$ cat src/rtl/matrix_storage_loader.sv
// Packs WORDS_PER_ROW stream words into one storage row and writes rows layer-major, row-minor.
// Last word accepted at edge N -> is_write in cycle N+1; in_ready is low outside LOAD, so upstream stalls while a row is written.
module matrix_storage_loader #(
    parameter int WORD_W        = 16,
    parameter int WORDS_PER_ROW = 3,
    parameter int IDX_W         = 32
) (
    input  logic                              clk_clk,
    input  logic                              reset_reset,
    input  logic                              start,
    input  logic [IDX_W-1:0]                  cfg_layers,
    input  logic [IDX_W-1:0]                  cfg_rows,
    input  logic                              in_valid,
    output logic                              in_ready,
    input  logic [WORD_W-1:0]                 in_data,
    output logic                              is_write,
    output logic [IDX_W-1:0]                  write_layer_index,
    output logic [IDX_W-1:0]                  write_row_index,
    output logic [WORD_W*WORDS_PER_ROW-1:0]   write_data,
    output logic                              busy,
    output logic                              done
);
    localparam int ROW_W = WORD_W * WORDS_PER_ROW;
    localparam int CNT_W = $clog2(WORDS_PER_ROW + 1);
    localparam logic [CNT_W-1:0] LAST_WORD = CNT_W'(WORDS_PER_ROW - 1);

    typedef enum logic [1:0] {IDLE, LOAD, WRITE, DONE} state_t;

    state_t           state;
    logic [CNT_W-1:0] word_cnt;
    logic [IDX_W-1:0] row_cnt;
    logic [IDX_W-1:0] layer_cnt;
    logic [IDX_W-1:0] layers_q;
    logic [IDX_W-1:0] rows_q;
    logic [ROW_W-1:0] pack;
    logic [ROW_W-1:0] pack_next;
    logic             row_last;
    logic             layer_last;

    // Current word dropped into its slot; word 0 lands in the LSBs.
    always_comb begin
        pack_next = pack;
        for (int k = 0; k < WORDS_PER_ROW; k++) begin
            if (word_cnt == CNT_W'(k))
                pack_next[k*WORD_W +: WORD_W] = in_data;
        end
    end

    assign row_last   = (row_cnt + IDX_W'(1)) == rows_q;
    assign layer_last = (layer_cnt + IDX_W'(1)) == layers_q;

    always_ff @(posedge clk_clk) begin
        if (reset_reset) begin
            state             <= IDLE;
            word_cnt          <= '0;
            row_cnt           <= '0;
            layer_cnt         <= '0;
            layers_q          <= '0;
            rows_q            <= '0;
            pack              <= '0;
            in_ready          <= 1'b0;
            is_write          <= 1'b0;
            write_layer_index <= '0;
            write_row_index   <= '0;
            write_data        <= '0;
            busy              <= 1'b0;
            done              <= 1'b0;
        end else begin
            case (state)
                IDLE: begin
                    if (start) begin
                        layers_q  <= cfg_layers;
                        rows_q    <= cfg_rows;
                        row_cnt   <= '0;
                        layer_cnt <= '0;
                        word_cnt  <= '0;
                        if (cfg_layers == '0 || cfg_rows == '0) begin
                            state <= DONE;
                            done  <= 1'b1;
                        end else begin
                            state    <= LOAD;
                            in_ready <= 1'b1;
                            busy     <= 1'b1;
                        end
                    end
                end
                LOAD: begin
                    if (in_valid && in_ready) begin
                        pack <= pack_next;
                        if (word_cnt == LAST_WORD) begin
                            word_cnt          <= '0;
                            state             <= WRITE;
                            in_ready          <= 1'b0;
                            is_write          <= 1'b1;
                            write_data        <= pack_next;
                            write_layer_index <= layer_cnt;
                            write_row_index   <= row_cnt;
                        end else begin
                            word_cnt <= word_cnt + CNT_W'(1);
                        end
                    end
                end
                WRITE: begin
                    is_write <= 1'b0;
                    if (row_last) begin
                        row_cnt   <= '0;
                        layer_cnt <= layer_cnt + IDX_W'(1);
                    end else begin
                        row_cnt <= row_cnt + IDX_W'(1);
                    end
                    if (row_last && layer_last) begin
                        state <= DONE;
                        done  <= 1'b1;
                        busy  <= 1'b0;
                    end else begin
                        state    <= LOAD;
                        in_ready <= 1'b1;
                    end
                end
                DONE: begin
                    done  <= 1'b0;
                    state <= IDLE;
                end
                default: state <= IDLE;
            endcase
        end
    end
endmodule
$ cat config.mk
export PLATFORM = sky130hd
export DESIGN_NAME = matrix_storage_loader
export DESIGN_NICKNAME = d
export VERILOG_FILES = /design/src/rtl/matrix_storage_loader.sv
export SDC_FILE = /design/constraint.sdc
export NUM_CORES = 1
export LEC_CHECK = 0
export CAP_MARGIN = 20
export CELL_PAD_IN_SITES_DETAIL_PLACEMENT = 0
export CELL_PAD_IN_SITES_GLOBAL_PLACEMENT = 2
export CORE_MARGIN = 4
export CORE_UTILIZATION = 31
export DETAILED_ROUTE_END_ITERATION = 10
export PLACE_DENSITY = 0.76
export SYNTH_ARGS = -nofsm -noshare
export SYNTH_HDL_FRONTEND = slang
export SYNTH_SLANG_ARGS = --single-unit
$ cat constraint.sdc
create_clock -name clk_clk -period 4.9 [get_ports clk_clk]
set_input_delay 0.49 -clock clk_clk [delete_from_list [all_inputs] [get_ports clk_clk]]
set_output_delay 0.49 -clock clk_clk [all_outputs]
set_load 0.005 [all_outputs]
### Met1 routing, run 1

Supply wires on this layer in grey.
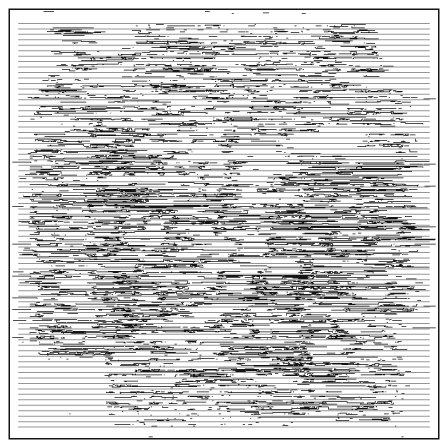
nets with wire on the layer = 1777
main direction = horizontal
share of all routed wire = 47%

### M2 wires, run 1

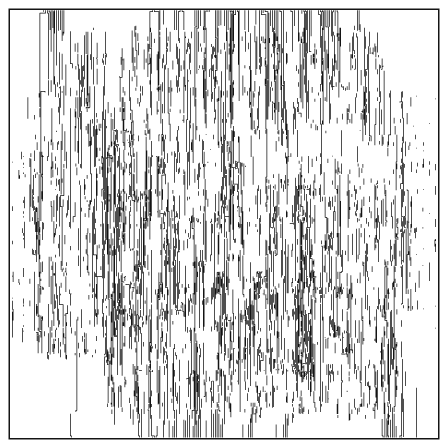
nets with wire on the layer = 1481
wire length on this layer = 20.0 mm

### The metal 3 layer, run 1

Bar = 50 um. Cells faint in the background.
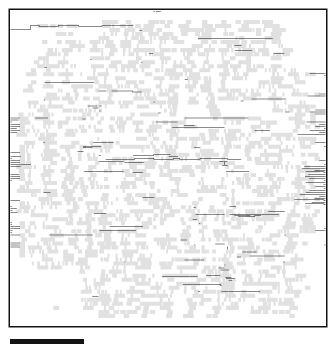
main direction = horizontal
nets with wire on the layer = 121
met3 Track Usage GR: 2.37%
via count: 12100

==> metrics.cfg, run 1 <==
[yosys]
syn_area_per_cell_um2=7.72
yosys.area.top_type=dfxtp_1
top_cell=nand2_1
synth-main-ff-cell=dfxtp_1
ys_sh_simple_pct=27.7
synth.comb.largest_family=simple AND/OR/NAND/NOR gates
yosysSeqAreaShare_pct=42.9
synth_chip_area_um2=13100

[clocking]
htreeDepth=2
clock_tree.root_cell=clkbuf_16
cts_tree=done

[final_timing]
fmax_mhz=227
finalSetupTns_ps=0

[floorplan]
tap_cells=532
rows=74
dieHeight_um=213
io_pins=200

[layout]
comb_area_um2=6900
inverters_excl_clock=13
area_share_nonclk_buffers_pct=13.2
dominant_cells=logic gates
n_clock_buffer=47
diodes=0

[placed_design]
dpl_cell_area_um2=15400

[worst_setup_path]
rr_endpoint=layer_cnt[14]$_SDFFE_PP0P_
critPathBufInv=0

[status]
status=completed

[global_route]
antenna_found_initial=0
grt_max_degree=92

[power]
seqPwrFrac_pct=44.7
netSwitchingFraction_pct=23.9

[run]
drv_cap=0

run 1: registers in the layout, summed over array words and instances, names as in the netlist, 2 cells and up:
signal / cells
layer_cnt: 32
layers_q: 32
pack: 32
row_cnt: 32
rows_q: 32
state: 2
word_cnt: 2
write_data: 48
write_layer_index: 32
write_row_index: 32
run 1: routing by layer:
layer  vias up  GRT usage, %  wire length [um]
met5         -             0                 0
met4         0          5.27               964
met3        57          2.37              1510
met2       217          30.0             20000
met1      5703          25.5             20300
li1       6090             -                 -
run 1: worst max path at each step:
| stage | end | slack (ps) | cells after the start |
|---|---|---|---|
| floorplan | layer_cnt[10]$_SDFFE_PP0P_ | 1240 | 12 |
| global placement | layer_cnt[10]$_SDFFE_PP0P_ | 620 | 10 |
| detailed placement | layer_cnt[14]$_SDFFE_PP0P_ | 520 | 10 |
| CTS | layer_cnt[14]$_SDFFE_PP0P_ | 490 | 10 |
| global route | layer_cnt[14]$_SDFFE_PP0P_ | 250 | 10 |
| finish | layer_cnt[14]$_SDFFE_PP0P_ | 500 | 10 |
run 1: layout by cell type (no fill, tap or decap), drive strengths merged, types with 4 or more instances in the layout:
master and instances:
o211ai 7, nor3b 4, nand2 466, nand3 71, or3 8, xnor2 59
nand4 39, nand2b 5, o21ai 19, clkinv 9, and2 5, nor2b 10
dfxtp 280, clkdlybuf4s50 198, and3 11, xor2 37, a21oi 215, nor4 32
nor3 30, a221o 6, o22ai 7, or4 12, buf 24, a31oi 6
a21o 20, o311ai 15, a211oi 4, mux2i 22, inv 15, o31ai 19
nand4b 4, or2 8, and4 13, nor2 59, clkbuf 47
==> run 2, diff against run 1 <==
- CORE_UTILIZATION: 31 -> 34
- PLACE_DENSITY: 0.76 -> 0.83
- clock period: 4.9 -> 5.39 ns (I/O delays scaled with it)
### The metal 3 layer, run 2

Bar = 50 um. Cells faint in the background.
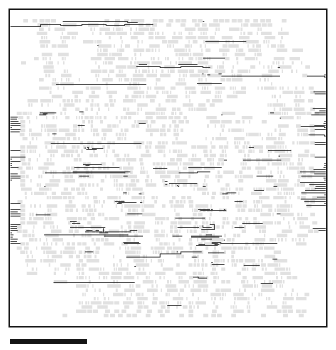
nets with wire on the layer = 141
wire length on this layer = 1830 um
main direction = horizontal
longest straight run = 58.4 um

==> metrics.cfg, run 2 <==
[floorplan]
tap_cells=511  ; -3.9%
dieHeight_um=204  ; -4.3%
initCoreUtil_pct=34.6
rows=71  ; -4.1%
io_pins=200  ; unchanged

[yosys]
area_leaders=dfxtp_1, nand2_1, a21oi_1
ys_cells=1695
yosysSeqAreaShare_pct=42.9  ; unchanged
yosys.area.top_type=dfxtp_1
ys_sh_simple_pct=27.7  ; unchanged
synth-main-ff-cell=dfxtp_1
mux_share_pct=1.94
synth.comb.largest_family=simple AND/OR/NAND/NOR gates
top_cell=nand2_1
synth_chip_area_um2=13100  ; unchanged
synth_nets=1781
syn_area_per_cell_um2=7.72  ; unchanged
aoi_share_pct=16.0

[placed_design]
dpl_cell_area_um2=15300  ; -0.45%

[layout]
final_cell_mix=nand2_1, dfxtp_1, a21oi_1, clkdlybuf4s50_1, nand3_1
inverters_excl_clock=13  ; unchanged
comb_area_um2=6900  ; unchanged
diodes=0  ; unchanged
largest_register_ffs=48  ; unchanged
dominant_cells=logic gates
top_register=write_data
n_clock_buffer=50  ; +6.4%
area_share_nonclk_buffers_pct=13.1  ; -0.095 points

[clocking]
clkLatencyLatePin_ps=530
htreeDepth=2  ; unchanged
cts_tree=done
cts_setup_buffers=0
cts_hold_buf=0
clock_tree.root_cell=clkbuf_16

[worst_setup_path]
arrival_ps=5070

[detailed_routing]
num_vias=12100  ; +0.66%
route.detailed.drc=0

[status]
status=completed

[final_timing]
clock_skew_ps=13.5
finalSetupTns_ps=0  ; unchanged
fmax_mhz=214  ; -5.9%
rsz0062_at_grt=no

[global_route]
antenna_found_initial=0  ; unchanged
grt_max_degree=86  ; -6.5%

[run]
drv_cap=0  ; unchanged

-- run 2: netlist changes by cell type in the layout (fill, tap and decap cells not counted), moves of 2 or more --
cell | previous run | this run
buf_4 | 22 | 17
clkbuf_1 | 2 | 7
clkinv_2 | 8 | 4
clkbuf_16 | 36 | 34
-- run 2: report_power, final --
| part | switching (uW) | total [uW] | internal [uW] |
|---|---|---|---|
| logic | 173 | 317 | 143 |
| registers | 33.7 | 2140 | 2110 |
| clock network | 911 | 2250 | 1340 |
| total | 1120 | 4710 | 3590 |
-- run 2: path summary, 6_finish.rpt --
path                            cells after the start  slack (ps)               startpoint                     endpoint
worst max-delay path                               10         710  row_cnt[0]$_SDFFE_PP0P_   layer_cnt[14]$_SDFFE_PP0P_
worst min register to register                      2         450    pack[21]$_SDFFE_PP0P_  write_data[21]$_SDFFE_PP0P_
worst min-delay path                                2         450    pack[21]$_SDFFE_PP0P_  write_data[21]$_SDFFE_PP0P_
worst max register to register                     10         710  row_cnt[0]$_SDFFE_PP0P_   layer_cnt[14]$_SDFFE_PP0P_
-- run 2: logic make-up (layout without fill, tap and decap cells) --
family	count (synthesis)	in the layout
AND/OR/NAND/NOR	788	788
AND-OR/OR-AND	349	349
flip-flops	280	280
buffers and inverters	154	290
XOR/XNOR	97	97
multiplexers	25	25
adder cells (fa/ha/maj)	2	2
-- run 2: metal layers --
metal	up-vias	part of all wire (%)	GRT usage (%)	wire length, um
met5	-	0	0	0
met4	0	2.5	5.55	1020
met3	70	4.4	2.95	1830
met2	265	47	32.3	19700
met1	5713	46	26.4	19100
li1	6099	-	-	-
-- run 2: critical path: cells and delay by family, from the launching register on --
kind / cells / cell delay [ps]
flops: 1 / 500
fa+ha+maj: 1 / 330
compound gates: 3 / 700
simple gates: 6 / 3010
